`src/rtl/fetch_pc_unit.sv`:
```
`default_nettype none
//============================================================================
// Module   : fetch_pc_unit
// Brief    : Instruction fetch / PC stage feeding controlUnit; defining
//            FETCH_TRAP_EN enables the invalid-instruction / misaligned-jr trap.
// Revision : 1.0 - initial release
//============================================================================
module fetch_pc_unit #(
   parameter logic [31:0] RESET_PC    = 32'h0000_0000,
   parameter logic [31:0] TRAP_VECTOR = 32'h0000_0080
) (
   input  logic        clk,
   input  logic        rst_n,
   output logic        imem_req,
   output logic [31:0] imem_addr,
   input  logic        imem_ready,
   input  logic [31:0] imem_rdata,
   output logic [31:0] instr,
   output logic [5:0]  opcode,
   output logic [5:0]  funct,
   output logic        instr_valid,
   output logic        retire,
   output logic [31:0] pc,
   output logic [31:0] pc_plus4,
   input  logic        branch_eq,
   input  logic        branch_neq,
   input  logic        jump,
   input  logic        jump_reg,
   input  logic        invalid_inst,
   input  logic        alu_zero,
   input  logic [31:0] rs_data,
   input  logic        stall,
   output logic        trap,
   output logic [31:0] epc,
   output logic [31:0] instret
);

`ifdef FETCH_TRAP_EN
   typedef enum logic [1:0] {
      S_IDLE  = 2'd0,
      S_FETCH = 2'd1,
      S_EXEC  = 2'd2,
      S_TRAP  = 2'd3
   } state_e;
`else
   typedef enum logic [1:0] {
      S_IDLE  = 2'd0,
      S_FETCH = 2'd1,
      S_EXEC  = 2'd2
   } state_e;
`endif

   state_e      state_q;
   logic [31:0] pc_q;
   logic [31:0] instr_q;
   logic        imem_req_q;
   logic        instr_valid_q;
   logic [31:0] instret_q;
   logic [31:0] npc_d;
   logic [31:0] branch_off;
   logic [31:0] jr_target;
   logic        branch_taken;
   logic        trap_cond;

`ifdef FETCH_TRAP_EN
   logic        trap_q;
   logic [31:0] epc_q;
`else
   logic        unused_cfg;
   assign unused_cfg = ^{invalid_inst, rs_data[1:0], TRAP_VECTOR};
`endif

   assign pc_plus4     = pc_q + 32'd4;
   assign branch_off   = {{14{instr_q[15]}}, instr_q[15:0], 2'b00};
   assign branch_taken = (branch_eq & alu_zero) | (branch_neq & ~alu_zero);

`ifdef FETCH_TRAP_EN
   assign trap_cond = invalid_inst | (jump_reg & (|rs_data[1:0]));
   assign jr_target = rs_data;
`else
   assign trap_cond = 1'b0;
   // Without traps a misaligned jr target is silently word-aligned.
   assign jr_target = {rs_data[31:2], 2'b00};
`endif

   always_comb begin
      npc_d = pc_plus4;
      if (jump_reg) begin
         npc_d = jr_target;
      end else if (jump) begin
         npc_d = {pc_plus4[31:28], instr_q[25:0], 2'b00};
      end else if (branch_taken) begin
         npc_d = pc_plus4 + branch_off;
      end
   end

   always_ff @(posedge clk or negedge rst_n) begin
      if (!rst_n) begin
         state_q       <= S_IDLE;
         pc_q          <= RESET_PC;
         instr_q       <= 32'd0;
         imem_req_q    <= 1'b0;
         instr_valid_q <= 1'b0;
         instret_q     <= 32'd0;
`ifdef FETCH_TRAP_EN
         trap_q        <= 1'b0;
         epc_q         <= 32'd0;
`endif
      end else begin
         case (state_q)
            S_IDLE: begin
               state_q    <= S_FETCH;
               imem_req_q <= 1'b1;
            end
            S_FETCH: begin
               if (imem_ready) begin
                  instr_q       <= imem_rdata;
                  imem_req_q    <= 1'b0;
                  instr_valid_q <= 1'b1;
                  state_q       <= S_EXEC;
               end
            end
            S_EXEC: begin
               // Control inputs are only consumed on the edge that leaves EXEC.
               if (!stall) begin
                  instr_valid_q <= 1'b0;
                  if (trap_cond) begin
`ifdef FETCH_TRAP_EN
                     trap_q  <= 1'b1;
                     state_q <= S_TRAP;
`endif
                  end else begin
                     pc_q       <= npc_d;
                     instret_q  <= instret_q + 32'd1;
                     imem_req_q <= 1'b1;
                     state_q    <= S_FETCH;
                  end
               end
            end
`ifdef FETCH_TRAP_EN
            S_TRAP: begin
               trap_q     <= 1'b0;
               epc_q      <= pc_q;
               pc_q       <= TRAP_VECTOR;
               imem_req_q <= 1'b1;
               state_q    <= S_FETCH;
            end
`endif
            default: begin
               state_q       <= S_IDLE;
               imem_req_q    <= 1'b0;
               instr_valid_q <= 1'b0;
            end
         endcase
      end
   end

   assign imem_req    = imem_req_q;
   assign imem_addr   = pc_q;
   assign instr       = instr_q;
   assign opcode      = instr_q[31:26];
   assign funct       = instr_q[5:0];
   assign instr_valid = instr_valid_q;
   assign retire      = instr_valid_q & ~stall & ~trap_cond;
   assign pc          = pc_q;
   assign instret     = instret_q;

`ifdef FETCH_TRAP_EN
   assign trap = trap_q;
   assign epc  = epc_q;
`else
   assign trap = 1'b0;
   assign epc  = 32'd0;
`endif

endmodule
`default_nettype wire

```
`config.mk`:
```
export PLATFORM = sky130hd
export DESIGN_NAME = fetch_pc_unit
export DESIGN_NICKNAME = d
export VERILOG_FILES = /design/src/rtl/fetch_pc_unit.sv
export SDC_FILE = /design/constraint.sdc
export NUM_CORES = 1
export LEC_CHECK = 0
export CORE_ASPECT_RATIO = 1.2
export CORE_MARGIN = 4
export CORE_UTILIZATION = 45
export CTS_CLUSTER_SIZE = 16
export DETAILED_ROUTE_END_ITERATION = 12
export GPL_ROUTABILITY_DRIVEN = 0
export PLACE_DENSITY = 0.82
export RECOVER_POWER = 50
export SLEW_MARGIN = 25
export SYNTH_ARGS = -nofsm -noshare
export SYNTH_HDL_FRONTEND = slang
export SYNTH_SLANG_ARGS = --single-unit
```
`constraint.sdc`:
```
create_clock -name clk -period 4.9 [get_ports clk]
set_input_delay 0.735 -clock clk [delete_from_list [all_inputs] [get_ports clk]]
set_output_delay 0.735 -clock clk [all_outputs]
set_load 0.01 [all_outputs]
```
Figure 1. Gate-type map.
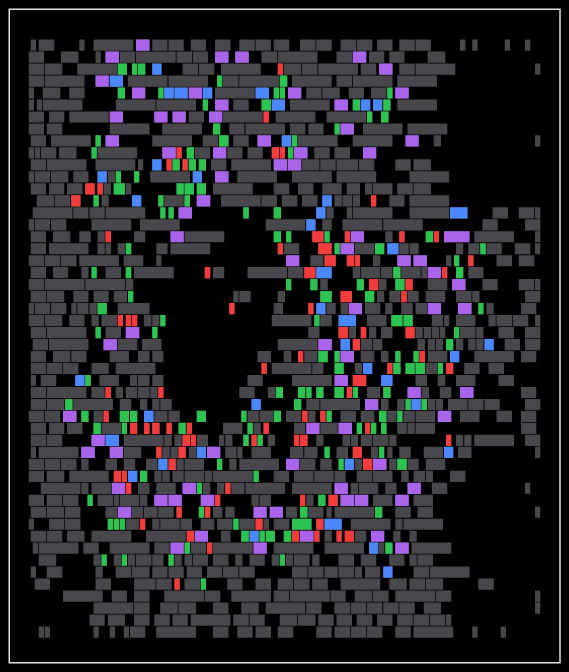
| family | color | cells | most used |
|---|---|---|---|
| NAND gates | green | 138 | nand2_1 |
| AND and OR gates | blue | 41 | and3_1 |
| NOR gates | red | 87 | nor2_1 |
| XOR/XNOR gates | purple | 79 | xnor2_1 |
logic share of the area: 0.438
Finished Layout Cells: 1243
Top cell excl fill/tap: clkdlybuf4s50_1

Figure 2. Sequential cells colored by netlist name.
The bar under the picture is 20 µm long. Other sequential cells in the stronger gray, the rest of the logic in the fainter gray.
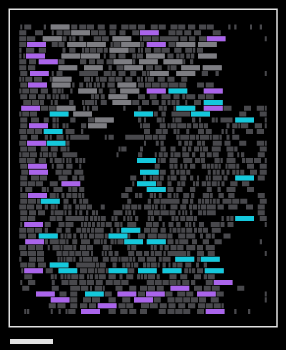
| signal | color | sequential cells |
|---|---|---|
| imem_addr | cyan | 30 |
| instr | purple | 32 |
fraction of area in registers: 0.248
Layout Utilization: 0.619
P_seq: 0.00157 W
register area: 2430 µm²

Figure 3. Clock wires, drivers and flops.
The bar under the picture is 20 µm long.
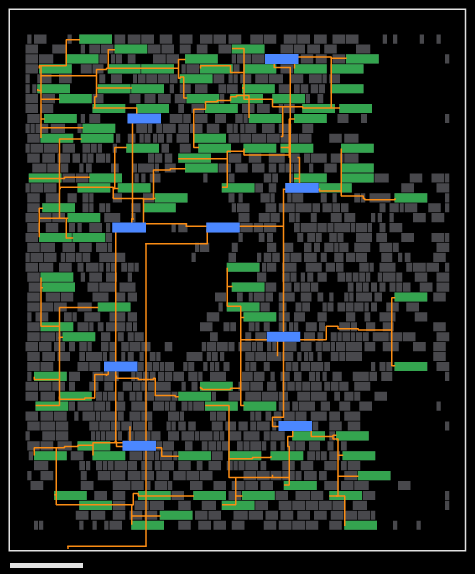
[clock drivers] blue | count: 9
[flip-flops] green | count: 97
[clock wires] orange | length: 1440 µm
flops lie: spread over the die

Figure 4. Routing congestion map.
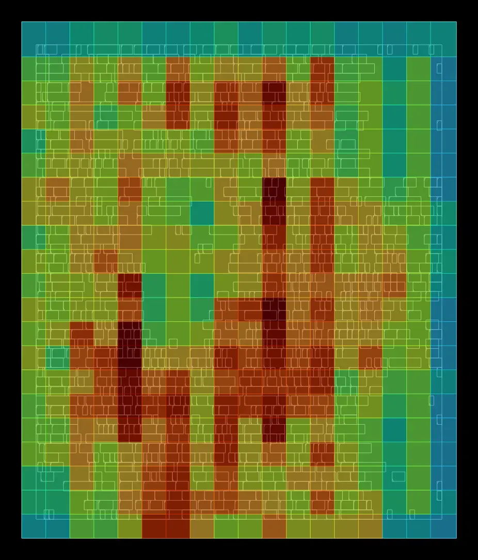
grt peak-use layer: met2
drt wl/cell: 19.5 µm
gr usage total: 0.255
GRT met3 Usage: 0.0417

Figure 5. Placed cells, one color a class.
The bar under the picture is 20 µm long.
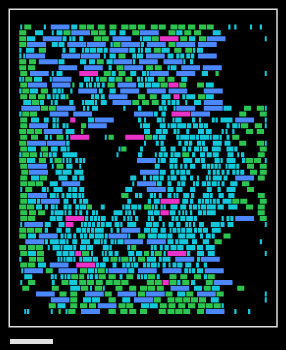
| class | color | cells |
|---|---|---|
| combinational and other logic | cyan | 669 |
| clock drivers and dummy loads | magenta | 16 |
| other buffers and delay cells | green | 251 |
| flops | blue | 97 |
Core Region: 15800 µm²
Cell Rows: 50

==> impl_metrics.env <==
# flow metrics
export IMPL_n_all_buffers=251
export IMPL_path_buffers=0
export IMPL_inv_count=15
export IMPL_dr_wl_met3_mm=1.78
export IMPL_critPathMaxStageDelay_ns=0.62
export IMPL_p_switching_w=0.00319
export IMPL_hold_end="instret[31]$_DFFE_PN0P_"
export IMPL_final_hold_violation_count=0
export IMPL_fin_nets=1140
export IMPL_die_w_um=125
export IMPL_pwr_group_clock_w=0.000727
export IMPL_ant_nets=0
export IMPL_buffer_area_frac=0.251
export IMPL_topCellsByArea="dfrtp_1 (33%), buf_4 (8.3%), xnor2_1 (6.3%), ha_1 (6.3%), mux2_2 (5.1%)"
export IMPL_reg2reg_from="imem_addr[12]$_DFFE_PN0P_"
export IMPL_clock_area_frac=0.0301
export IMPL_cts_sinks=97
export IMPL_ff_count=97
export IMPL_nFillCells=1339
export IMPL_tap_cells=208
export IMPL_top_area_cell="dfrtp_1"
export IMPL_clock_root_buffer="clkbuf_16"
export IMPL_top_logic_kind="simple AND/OR/NAND/NOR gates"
export IMPL_irDropWorstVdd_v=0.000413
export IMPL_ys_sh_mux=0.0546
export IMPL_chipArea_um2=18500
export IMPL_cts_clk_slew_worst_paths_ns=0.07
export IMPL_cts_tree="done"
export IMPL_nMultiInputCombCells=654
export IMPL_synthTopCellsByCount="dfrtp_1 (97), buf_4 (81), nand2_1 (75)"
export IMPL_grt_first_pass_wirelength_mm=37.9
export IMPL_pg_comb_w=0.00461
export IMPL_ys_seq_share=0.330
export IMPL_fin_crit_sh=0.895
export IMPL_xor_share=0.0951
export IMPL_ys_cells=839
export IMPL_yosys_cell_count_top_type="dfrtp_1"
export IMPL_finalWirelength_mm=24.3
export IMPL_routed_wl_met2_mm=12.3
export IMPL_status="finished with violations"
export IMPL_arrival_ns=4.63
export IMPL_finalSetupTns_ns=0
export IMPL_clk_latency_ns=0.36
export IMPL_ff_type="dfrtp_1"
export IMPL_drt_drc_violations_left=0
export IMPL_ys_warn_count=0
export IMPL_crit_type="flop to flop"
export IMPL_port_buffers=239
export IMPL_fmax_ghz=0.228
export IMPL_nClkBuffers=10
export IMPL_combinationalPowerShare=0.667
export IMPL_fp_util=0.465
export IMPL_worst_setup_path_end_kind="flop"
export IMPL_vias_per_cell=5.74
export IMPL_dominant_cells="combinational gates"
export IMPL_intPower_w=0.00371
export IMPL_syn_area_um2=7360
export IMPL_r2r_cells=14
export IMPL_holdWs_ns=0.478
export IMPL_violations="max-capacitance violations, max-slew violations"
export IMPL_antenna_found_initial=1
export IMPL_ys_sh_simple=0.179
export IMPL_syn_to_final_growth_pct=33.3
export IMPL_critPathTopFamily="simple AND/OR/NAND/NOR gates"
export IMPL_rsz0062_at_grt="false"
export IMPL_syn_avg_cell_area_um2=8.77
export IMPL_swShare=0.462
export IMPL_drt_iter0_drc=520
export IMPL_synth_edff_count=0
export IMPL_top_cell_area_share=0.330
export IMPL_leakage_nw=4.19
export IMPL_overflow=0
export IMPL_endpoint="imem_addr[31]$_DFFE_PN0P_"
export IMPL_num_vias=7133
export IMPL_grtUsageMet2=0.450
export IMPL_holdBufCountCts=0
export IMPL_ios=282
export IMPL_hp_start="instret[31]$_DFFE_PN0P_"
export IMPL_crit_slowest_cell="or4b_2"
export IMPL_drive_gt1_frac=0.0678
export IMPL_r2r_slack_ns=0.51
export IMPL_numSynthFlops=97
export IMPL_synthCells=839
export IMPL_period_needed_ns=4.39
export IMPL_hold_path_depth=1
export IMPL_grt_start_max_net_pins=65
export IMPL_relSlewSlack=-1.42
export IMPL_critPathLaunchType="flop"
export IMPL_reg2reg_to="imem_addr[31]$_DFFE_PN0P_"
export IMPL_wl_met1_mm=9.44
export IMPL_antenna_cells=2
export IMPL_grt_pass1_vias=7159
export IMPL_worst_pin_slew_ns=3.63
export IMPL_cts_buffer_depth=2
export IMPL_top_layer="met4"
export IMPL_power_top_consumer="combinational cells"
export IMPL_dr_pass1_iters=5
export IMPL_setup_violations_final=0
export IMPL_logic_area_um2=4300
export IMPL_ctsResizeCount=0
export IMPL_htreeDepth=3
export IMPL_postCtsSetupBuffers=0
export IMPL_synth_adder_area_share=0.0657
export IMPL_path_cells="nand4_2, or4_4, or3_1, xnor2_1, ha_1, a21o_1, a21o_1, a21oi_1, o21ai_0, or4b_2, a21oi_1, nor3b_1, mux2i_1, nand3_1"
export IMPL_drv_slew=140
export IMPL_power_frac_seq=0.227
export IMPL_dpl_hpwl_mm=18.0
export IMPL_die_size_y_um=148
export IMPL_maxCapViolations=3
export IMPL_pwr_density_cell_nw_per_um2=704
export IMPL_ys_area_um2=7360
export IMPL_grt_use_met1=0.304
export IMPL_clkPwrFrac=0.105
export IMPL_crit_cells=14
export IMPL_crit_required_ns=5.14
export IMPL_holdCritPathClass="flop to flop"
export IMPL_cp_startpoint="imem_addr[12]$_DFFE_PN0P_"
export IMPL_tool_warnings=35
export IMPL_ys_types=65
export IMPL_synth_compound_gate_area_share=0.169
export IMPL_ys_async_sr_fraction=1.00
export IMPL_cts_made_buffers=9
export IMPL_finClkSkew_ns=0.00718
export IMPL_crit_fanout=10
worst register-to-register path: cells and delay by family, from the launching register on:
family                   cells  cell delay (ns)
AND/OR/NAND/NOR              6             1.99
XOR/XNOR                     1             0.28
AND-OR/OR-AND                5             0.96
multiplexers                 1             0.15
flip-flops                   1             0.52
adder cells (fa/ha/maj)      1             0.39
through the flow:
| step | setup WS (ns) | cell area (µm²) | std cells | total power (W) |
|---|---|---|---|---|
| floorplan | 0.728 | 7500 | 877 | 0.00443 |
| global placement | 0.683 | 9520 | 1225 | 0.00607 |
| detailed placement | 0.572 | 9520 | 1225 | 0.00612 |
| CTS | 0.547 | 9820 | 1241 | 0.00691 |
| global route | 0.149 | 9800 | 1242 | 0.00739 |
| finish | 0.512 | 9800 | 1243 | 0.00690 |
cell usage in the layout (no fill, tap or decap), drive strengths merged, types with 5 or more instances in the layout:
| cell type | netlist | layout |
|---|---|---|
| clkdlybuf4s50 | 0 | 195 |
| dfrtp | 97 | 97 |
| nand2 | 75 | 75 |
| a21oi | 58 | 58 |
| nor2 | 56 | 56 |
| xnor2 | 53 | 53 |
| o21ai | 49 | 49 |
| dlygate4sd3 | 0 | 43 |
| nand3 | 40 | 40 |
| conb | 1 | 39 |
| ha | 37 | 37 |
| mux2 | 33 | 33 |
| xor2 | 26 | 26 |
| inv | 14 | 18 |
| nand4 | 17 | 17 |
| nor3 | 16 | 16 |
| and3 | 16 | 16 |
| clkbuf | 28 | 15 |
| a21o | 14 | 14 |
| a211oi | 12 | 12 |
| a31oi | 8 | 8 |
| buf | 83 | 8 |
| or3 | 8 | 8 |
| nor2b | 7 | 7 |
| o211ai | 6 | 6 |
| o22ai | 6 | 6 |
| and4 | 5 | 5 |
| o21a | 5 | 5 |
| and2 | 5 | 5 |
No activity file was given, so power comes from the tool's default toggle rates.
